Figure 1. Wiring by layer (run 1).
Two of the layers only.
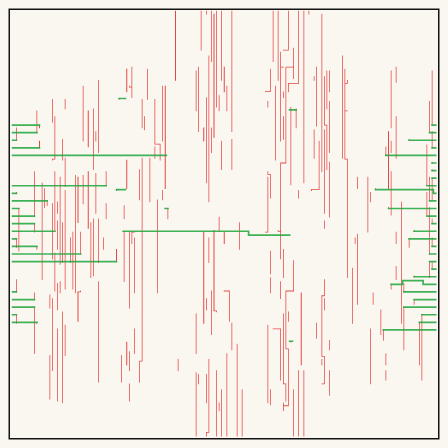
Figure 2. Met1 routing (run 1).
Supply wires on this layer in gray.
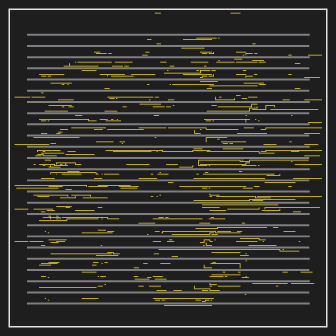
Figure 3. I/O nets highlighted (run 1).
Bar = 20 um.
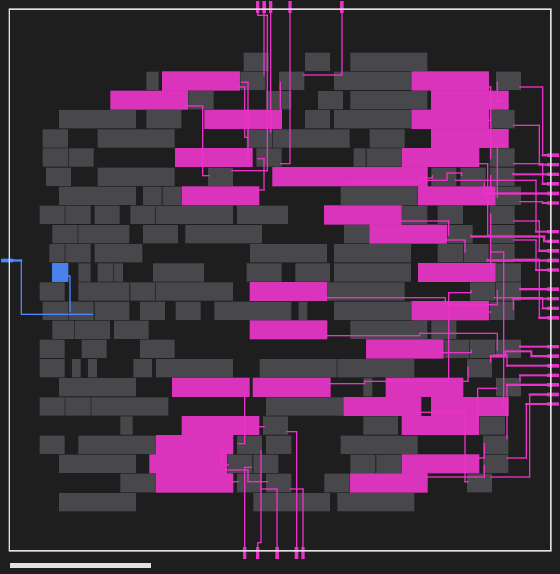
Figure 4. Zoomed window (run 1).
Bar = 10 um. Region (23, 23) to (53, 53) um. Cells in gray, sequential cells in the stronger gray; small squares are vias.
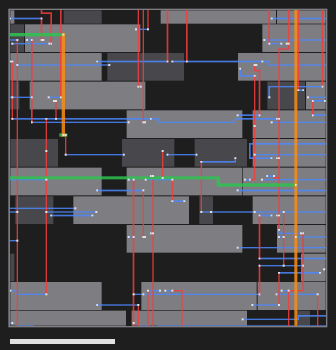
[src/rtl/sirv_gnrl_pkg.sv]
// Shared constants for the general-purpose pipeline building blocks.
// DP_MAX bounds the stage count; SKID_DEPTH is the capacity of the optional
// input skid register (enabled by SIRV_GNRL_PIPE_SKID_EN).
package sirv_gnrl_pkg;

    localparam int DP_MAX     = 8;
    localparam int SKID_DEPTH = 1;

endpackage

[src/rtl/sirv_gnrl_pipe_stages_dff.sv]
// Storage primitives for the pipe stages:
//   sirv_gnrl_dfflr_s : load-enabled flop with synchronous active-high reset
//   sirv_gnrl_dffl    : load-enabled flop without reset (payload data)
module sirv_gnrl_dfflr_s #(
    parameter int DW = 1
) (
    input  logic          clk,
    input  logic          rst,
    input  logic          lden,
    input  logic [DW-1:0] dnxt,
    output logic [DW-1:0] qout
);

    // Reset wins over load; otherwise capture dnxt when enabled.
    always_ff @(posedge clk) begin
        if (rst) begin
            qout <= '0;
        end else if (lden) begin
            qout <= dnxt;
        end
    end

endmodule

module sirv_gnrl_dffl #(
    parameter int DW = 32
) (
    input  logic          clk,
    input  logic          lden,
    input  logic [DW-1:0] dnxt,
    output logic [DW-1:0] qout
);

    // Payload register: no reset, contents only meaningful with a valid bit.
    always_ff @(posedge clk) begin
        if (lden) begin
            qout <= dnxt;
        end
    end

endmodule

[src/rtl/sirv_gnrl_pipe_stages.sv]
// Parameterised valid/ready register pipeline.
//   DW : payload width, DP : number of register stages (0 = pass-through).
// Handshake: a payload moves across an interface only in a cycle where both
// vld and rdy are high; upstream may change i_vld/i_dat while i_rdy is low.
// Optional build macro SIRV_GNRL_PIPE_SKID_EN adds a one-entry skid register
// ahead of stage 1 so that i_rdy comes straight from a flop.
module sirv_gnrl_pipe_stages
    import sirv_gnrl_pkg::*;
#(
    parameter int DW = 32,
    parameter int DP = 2
) (
    input  logic          clk,
    input  logic          rst,
    input  logic          i_flush,
    input  logic          i_vld,
    output logic          i_rdy,
    input  logic [DW-1:0] i_dat,
    output logic          o_vld,
    input  logic          o_rdy,
    output logic [DW-1:0] o_dat,
    output logic          o_busy
);

    // Stage count is bounded by the package limit.
    localparam int NS = (DP > DP_MAX) ? DP_MAX : DP;

    generate
        if (NS == 0) begin : g_pass
            // No storage: wires straight through, flush still blocks both sides.
            logic unused_clk_rst;
            assign unused_clk_rst = clk ^ rst;
            assign o_vld  = i_vld & ~i_flush;
            assign o_dat  = i_dat;
            assign i_rdy  = o_rdy & ~i_flush;
            assign o_busy = 1'b0;
        end else begin : g_pipe
            // vld[0]/dat[0] is the source feeding stage 1; rdy[k] says stage k
            // can load this cycle; rdy[NS+1] is the downstream ready.
            logic [NS:0]   vld;
            logic [NS+1:1] rdy;
            logic [DW-1:0] dat [0:NS];
            logic          src_busy;

            assign rdy[NS+1] = o_rdy;

`ifdef SIRV_GNRL_PIPE_SKID_EN
            // Skid entry catches an accepted payload that stage 1 cannot take,
            // which lets i_rdy depend only on the skid valid flop. A payload
            // accepted during a flush cycle is discarded along with the rest.
            logic          skid_vld;
            logic [DW-1:0] skid_dat;
            logic          skid_push;
            logic          skid_pop;

            assign skid_push = ~skid_vld & i_vld & ~rdy[1];
            assign skid_pop  = skid_vld & rdy[1];

            sirv_gnrl_dfflr_s #(.DW(1)) u_skid_vld (
                .clk  (clk),
                .rst  (rst),
                .lden (i_flush | skid_push | skid_pop),
                .dnxt (skid_push & ~i_flush),
                .qout (skid_vld)
            );

            sirv_gnrl_dffl #(.DW(DW)) u_skid_dat (
                .clk  (clk),
                .lden (skid_push & ~i_flush),
                .dnxt (i_dat),
                .qout (skid_dat)
            );

            // Stage 1 drains the skid entry before taking fresh input.
            assign vld[0]   = skid_vld | i_vld;
            assign dat[0]   = skid_vld ? skid_dat : i_dat;
            assign i_rdy    = ~skid_vld;
            assign src_busy = skid_vld;
`else
            assign vld[0]   = i_vld;
            assign dat[0]   = i_dat;
            assign i_rdy    = rdy[1] & ~i_flush;
            assign src_busy = 1'b0;
`endif

            for (genvar k = 1; k <= NS; k++) begin : g_stage
                logic ld;

                // A stage loads when empty or when the next one takes its payload.
                assign ld     = ~vld[k] | rdy[k+1];
                assign rdy[k] = ld;

                sirv_gnrl_dfflr_s #(.DW(1)) u_vld (
                    .clk  (clk),
                    .rst  (rst),
                    .lden (ld | i_flush),
                    .dnxt (vld[k-1] & ~i_flush),
                    .qout (vld[k])
                );

                // Data only moves with a valid payload and never on flush.
                sirv_gnrl_dffl #(.DW(DW)) u_dat (
                    .clk  (clk),
                    .lden (ld & vld[k-1] & ~i_flush),
                    .dnxt (dat[k-1]),
                    .qout (dat[k])
                );
            end

            assign o_vld  = vld[NS] & ~i_flush;
            assign o_dat  = dat[NS];
            assign o_busy = (|vld[NS:1]) | src_busy;
        end
    endgenerate

endmodule

[config.mk]
export PLATFORM = sky130hd
export DESIGN_NAME = sirv_gnrl_pipe_stages
export DESIGN_NICKNAME = d
export VERILOG_FILES = /design/src/rtl/sirv_gnrl_pkg.sv /design/src/rtl/sirv_gnrl_pipe_stages_dff.sv /design/src/rtl/sirv_gnrl_pipe_stages.sv
export SDC_FILE = /design/constraint.sdc
export NUM_CORES = 1
export LEC_CHECK = 0
export ABC_CLOCK_PERIOD_IN_PS = 2300
export CAP_MARGIN = 20
export CORE_MARGIN = 4
export CORE_UTILIZATION = 44
export DETAILED_ROUTE_END_ITERATION = 7
export PLACE_DENSITY = 0.77
export SYNTH_ARGS = -nofsm -noshare
export SYNTH_HDL_FRONTEND = slang
export SYNTH_HIERARCHICAL = 1
export SYNTH_SLANG_ARGS = --single-unit
[constraint.sdc]
create_clock -name clk -period 2.3 [get_ports clk]
set_clock_uncertainty 0.2 [all_clocks]
set_input_delay 0.345 -clock clk [delete_from_list [all_inputs] [get_ports clk]]
set_output_delay 0.345 -clock clk [all_outputs]
set_load 0.01 [all_outputs]
==> notes.md, run 1 <==
run metrics: MUX area fraction=0.963%, status=finished, final reports clean, CP max stage delay=between 500 and 600 ps, Placement Rows=24, routing usage on met2=20.6%, Post-synth EDFFs=between 60 and 70, clock sinks=66, max reg flops=64, required time worst endpoint=approximately 1800 ps, #FFs+latches synth=66, Critical Path Fanout Max=5, final hold vios=0, DP Wirelength=2.55 mm, Synth Instances=around 80, Logic Gate Count=14, Max IR drop VDD=between 0.4 and 0.5 mV, Tot Pwr=0.00229 W, metal2 WL=about 1.7 mm, Gate Area=124 um2, clk_lat worst skew=320 ps
## Picture notes: Figure 1
[green] met3 | wire length: 265 um
[red] met2 | wire length: 1710 um
via count: 1017
drt wl/cell: 15.5 um
Tot GR Track Use: 12.8%

## Picture notes: Figure 2
longest straight run: 29.4 um
main direction: horizontal
final WL: 3.44 mm
met1 usage: 14.6%

## Picture notes: Figure 3
[blue] o_busy | direction: output | edge: left | end cells: 1 | buffers: 1 | wire: 24.5 um
[magenta] o_dat | direction: output | edge: 22 right, 5 top, 5 bottom | end cells: 32 | buffers: 32 | wire: 683 um
PortBufs: 71
Top Ports: 72

## Picture notes: Figure 4
[red] met2
[green] met3
[blue] met1
[orange] met4
sequential cells in the window: 19
netlist names of flops here include: g_pipe.g_stage.u_dat/qout (19)
cells with their middle in the window: 28
most frequent: edfxtp_1 (19)

Figure 5. Clock routing (run 1).
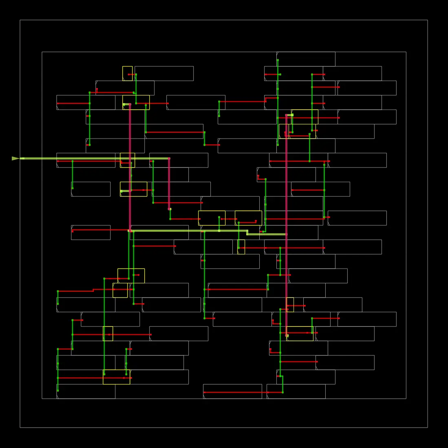

--- run 2 (diff from run 1) ---
--- a/config.mk
+++ b/config.mk
@@ -7,10 +7,13 @@
 export LEC_CHECK = 0
 export ABC_CLOCK_PERIOD_IN_PS = 2300
 export CAP_MARGIN = 20
+export CELL_PAD_IN_SITES_DETAIL_PLACEMENT = 1
+export CELL_PAD_IN_SITES_GLOBAL_PLACEMENT = 1
 export CORE_MARGIN = 4
-export CORE_UTILIZATION = 44
+export CORE_UTILIZATION = 37
 export DETAILED_ROUTE_END_ITERATION = 7
 export PLACE_DENSITY = 0.77
+export SLEW_MARGIN = 20
 export SYNTH_ARGS = -nofsm -noshare
 export SYNTH_HDL_FRONTEND = slang
 export SYNTH_HIERARCHICAL = 1
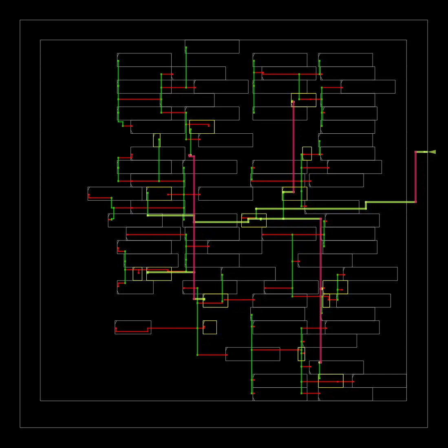
Figure 6: run 2, clock routing.
CLK BUF: 12
Flops: 66

==> run 2 against run 1 <==
Against the previous run: worst hold slack worse by 0.51 ps; worst setup slack lost 10 ps; sequential cell count is the same; total power shrank 0.56%; synthesized cell count stayed put; global-route usage down 0.37 points; utilization down 12 points; clock power shrank 2%; register-to-register slack better by 70 ps; sequential share of layout area is 0.34 points lower; first-iteration DRC count decreased by 64%.
==> notes.md, run 2 <==
run metrics: max reg flops=64 (unchanged), Max IR drop VDD=0.328 mV (-22%), via count=1042 (+2.5%), Critical Path Fanout Max=5 (unchanged), Slew headroom=85.2%, required time worst endpoint=1750 ps (about the same), Top Ports=72 (unchanged), drt wl/cell=16.4 um (+6.0%), PortBufs=71 (unchanged), met1 usage=14.9% (+0.33 points), final WL=3.96 mm (+15%), clock sinks=66 (unchanged), Synth Instances=80 (unchanged), status=finished, final reports clean, Placement Rows=27 (+13%), MUX area fraction=0.963% (unchanged), Gate Area=124 um2 (unchanged), clk_lat worst skew=320 ps (about the same), final hold vios=0 (unchanged), Logic Gate Count=14 (unchanged)
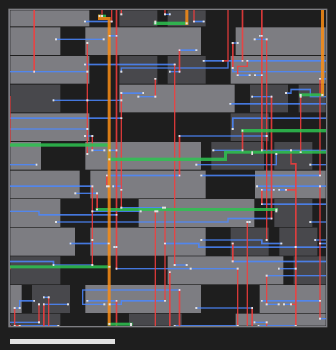
Figure 7: run 2, zoomed window.
Bar = 10 um. Region (26, 26) to (56, 56) um. Cells in gray, sequential cells in the stronger gray; small squares are vias.
[green] met3
[orange] met4
[blue] met1
[red] met2
sequential cells in the window: 17
netlist names of flops here include: g_pipe.g_stage.u_dat/qout (17)
cells with their middle in the window: 33
most frequent: edfxtp_1 (17), clkdlybuf4s50_1 (11), clkbuf_8 (4)

--- run 3 (diff from run 2) ---
--- a/config.mk
+++ b/config.mk
@@ -12,6 +12,7 @@
 export CORE_MARGIN = 4
 export CORE_UTILIZATION = 37
 export DETAILED_ROUTE_END_ITERATION = 7
+export GPL_ROUTABILITY_DRIVEN = 0
 export PLACE_DENSITY = 0.77
 export SLEW_MARGIN = 20
 export SYNTH_ARGS = -nofsm -noshare
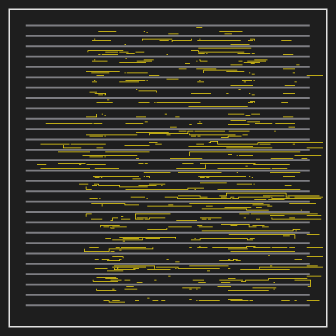
Figure 8: run 3, met1 routing.
Supply wires on this layer in gray.
nets with wire on the layer: 179
share of all routed wire: 41%
main direction: horizontal
wire length on this layer: 1640 um
longest straight run: 29.0 um
via count: 1042
final WL: 3.96 mm

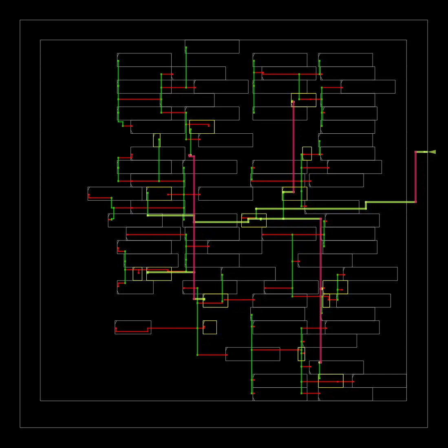
Figure 9: run 3, clock routing.
clock sinks: 66
clk_lat worst skew: 320 ps
CTS Buf Count: 9
P_clk: 0.000755 W

==> run 3 against run 2 <==
Against the previous run: final area is the same; routed wire length stayed put; non-clock buffer count unchanged; worst hold slack is the same; area after synthesis unchanged; utilization did not move; sequential cell count unchanged; critical path type unchanged; critical endpoint unchanged.
==> notes.md, run 3 <==
run metrics: status=finished, final reports clean, met1 usage=14.9% (unchanged), Slew headroom=85.2% (unchanged), PortBufs=71 (unchanged), simple share=3.85%, Top non-seq family=simple AND/OR/NAND/NOR gates, Gate Area=124 um2 (unchanged), Logic Gate Count=14 (unchanged), critical path endpoint=i_rdy, Synth Instances=80 (unchanged), post-route cell area=3090 um2, required time worst endpoint=1750 ps (about the same), total global routing overflow=0, share of cells above drive strength 1=12.4%, Antenna Violating Nets Remaining=0, Max IR drop VDD=0.328 mV (unchanged), Tool Warnings=26, Top-area cell share=~90%, Top Ports=72 (unchanged), slowest stage cell, crit path=clkdlybuf4s50_1, Critical Path Fanout Max=5 (unchanged), CP Launch Point=o_rdy, starting density of the core=38.0%, MUX area fraction=0.963% (unchanged), # Taps=72, CLK BUF=12 (unchanged), Flops=66 (unchanged), pre-CTS setup slack=105 ps, Tot GR Track Use=12.4%, FF-to-FF setup slack=750 ps, max reg flops=64 (unchanged), Placement Rows=27 (unchanged), Min-Delay Path Class=reg -> reg, Switch Pwr=0.000432 W, drt wl/cell=16.4 um (unchanged), core box area=5470 um2, vias per cell=4.32, final hold vios=0 (unchanged), Pre-antenna DRT Iters=4, final worst slack=approximately 120 ps, Compound-Gate Fraction of Synth Area=0.783%, Mapped Area=2080 um2, Slew Limit Fails=0, synth warn=6, syn avg cell area=roughly 26 um2, Reg-to-Reg End=g_pipe.g_stage[2].u_dat/qout[23]
Power figures rest on the tool's default switching activity, not on a simulated workload.
